==> images/congestion.png <==
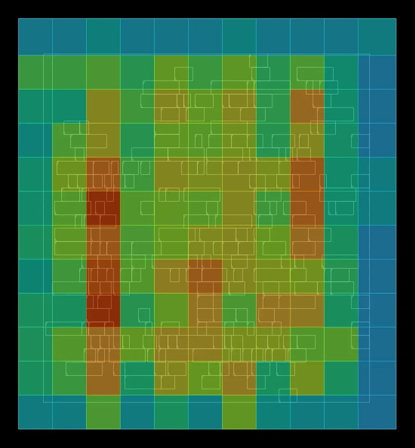
==> images/logic_types.png <==
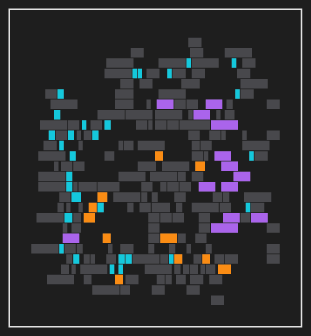
==> images/flops_by_reg.png <==
The bar under the picture is 20 um long. Other sequential cells in the stronger grey, the rest of the logic in the fainter grey.
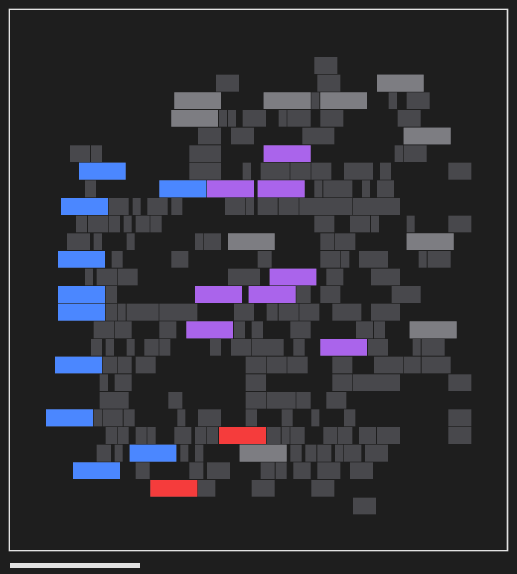
==> images/detail.png <==
The bar under the picture is 10 um long. Region (7, 8) to (32, 33) um. Cells in grey, sequential cells in the stronger grey; small squares are vias.
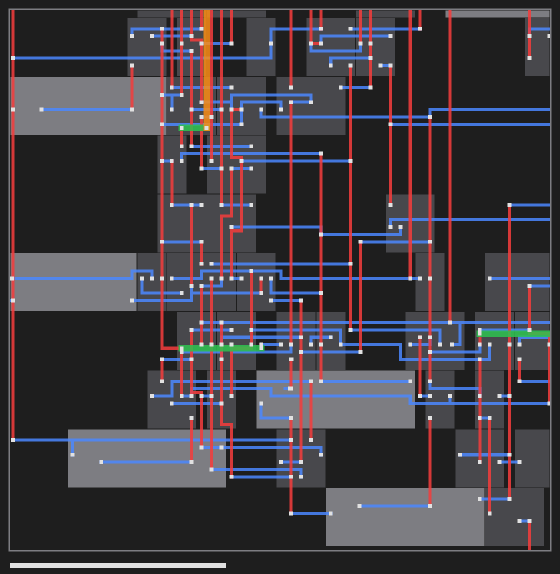
Design pin_keypad_entry, sky130hd; sources not shown.
==> flow_summary.toml <==
# flow metrics
[sta]
finalCriticalPeriod_ns = 4.06
tns_ns = 0
max-slew-margin-rel = 0.343
hold_violations = 0
fmax_mhz = 246
setup_violations = 0
holdWs_ns = 0.345
tightest_slew_ns = 0.983
finalWorstSetupSlack_ns = 0.920
rsz0062_at_grt = "no"
fin_crit_sh = 0.815
drv_slew = 0

[worst_setup_path]
critPathMaxStageDelay_ns = 0.97
required_ns = 3.34
cp.depth = 3
cp-start-kind = "register"
worstPathMaxFanout = 21
crit_chain = "nand2b_1 > inv_1 > clkdlybuf4s50_1"
crit_family = "buffers and inverters"
crit_type = "reg2out"
r2r_slack_ns = 2.48
critPathCaptureType = "output port"
reg2reg_depth = 7
cp_slowest_cell = "clkdlybuf4s50_1"

[outcome]
status = "completed"

[pwr]
top_power_group = "registers"
p_comb_w = 0.0000393
peakVddDrop_uv = 140
power_w = 0.000482
intPower_w = 0.000368
p_comb_frac = 0.081
powerClk_w = 0.000199
power_frac_seq = 0.505
clkPwrFrac = 0.414
switching_share = 0.237
power_leakage_nw = 0.774
switching_power_w = 0.000115
powerDensity_mw_per_mm2 = 236

[flow_run]
openroad.warnings = 26
max-cap-violations = 0

[routing]
routed_wl_mm = 4.07
wl_met3_um = 139
detail-route-antenna-nets = 0
wl_met1_mm = 1.96
top_layer_used = "met4"
drt_iter0_drc = 76
dr.pass1.iters = 4
drc = 0
vias_per_cell = 5.52
dr_wl_met2_mm = 1.88
via_count = 1464

[clock_tree]
clk_path_buf_depth = 2
clk_latency_ns = 0.28
post_cts_resized = 0
cts_tree = "done"
ctsHoldBuffers = 0
clk_pin_slew_ns = 0.06
post_cts_buffers = 0
cts_max_level = 2
root_buffer = "clkbuf_8"
cts_buffers = 5

[logic_synthesis]
synthDistinctLibCells = 42
ys_ff = 30
ys_sh_simple = 0.209
ys_seq_share = 0.351
ys_sh_mux = 0.0467
postSynthAreaPerCell_um2 = 9.11
ys_sh_xor = 0.0745
aoi_share = 0.175
topCombFamilyByArea = "simple AND/OR/NAND/NOR gates"
synth_nets = 209
async_flop_share = 0
synth-main-ff-cell = "dfxtp_1"
netlist_area_mm2 = 0.00171
ys_sh_adder = 0.104
ys.warnings.count = 0
syn-instance-count = 188
yosys_area_mm2 = 0.00171
ys_cells = 188

[finish]
synthToLayoutAreaGrowth_pct = 19.5
drive_gt1_frac = 0.0622
final_cell_mix = "dfxtp_1, clkdlybuf4s50_1, nor2_1"
fill_cells = 471
seqCellArea_um2 = 601
diodes = 0
largest_reg_flops = 10
postLayoutCellArea_mm2 = 0.00205
nets = 229

[grt]
grt.overflow.total = 0
grtUsageMet3 = 0.0314
grt_busiest_layer = "met2"
grt_use_met1 = 0.165
grt_antenna_before_repair = 0
grt_pass1_wl_mm = 6.67
grt_pass1_vias = 1393
grt_max_degree = 22

[floorplan]
dieHeight_um = 83.4
rows = 26
initCoreUtil = 0.366
dieArea_mm2 = 0.00639
io_pins = 21

[place]
placement.io_buffers = 20
routabilityCongestion = 0.795
dp_slack_ns = 1.24
dp.cells = 257
placement.cell_area_mm2 = 0.00196
hpwlAfterDp_mm = 3.00

[hold_path]
hold_path_depth = 2
min_path_type = "reg2reg"
## Picture notes: congestion.png
total track usage: 0.127
met2 usage in global routing: 0.198
drt wl/cell: 15.3 um
utilization after layout: 0.437

## Picture notes: logic_types.png
- adder and majority cells: purple (cells 13; where middle right)
- AND and OR gates: orange (cells 11)
- NOR gates: cyan (cells 29)
Final Non-Filler Cells: 265
dominant logic cell type in the layout: dfxtp_1
Comb area share: 0.509

## Picture notes: flops_by_reg.png
- acc_q: purple (flops 8; where centre)
- state_q: red (flops 2)
- timer_q: blue (flops 10)
sequential power: 0.000244 W
sequential cell area share: 0.293

## Picture notes: detail.png
- metal 2: red
- metal 3: green
- metal 1: blue
- metal 4: orange
- most frequent: dfxtp_1 (5), nand2_1 (4), nor3_1 (4)
- sequential cells in the window: 5
- cells with their middle in the window: 37

-- synth_stat cells, drive strengths merged, types with 4 or more instances --
master,instances,area (um^2)
ha,11,138
clkbuf,6,22.5
inv,9,33.8
xnor2,9,78.8
a21oi,12,71.3
nor3,13,65.1
nand2,9,33.8
nand3,4,20.0
nor2,14,52.6
o2111ai,11,96.3
nand4,6,37.5
mux2i,8,80.1
dfxtp,30,601
-- tightest hold or removal path: stages (launching register included) --
cell and delay (ns):
dfxtp_1 0.33, mux2i_1 0.07, nor2_1 0.07
-- final cells by class --
cell class,instances,area share
clock buffers,7,0.0422
clock inverters,1,0.00244
inverters,10,0.0183
multi-input cells,140,0.509
flip-flops and latches,30,0.293
well taps,56,0.0342
repair buffers,21,0.100
Power and IR drop assume default switching activity.
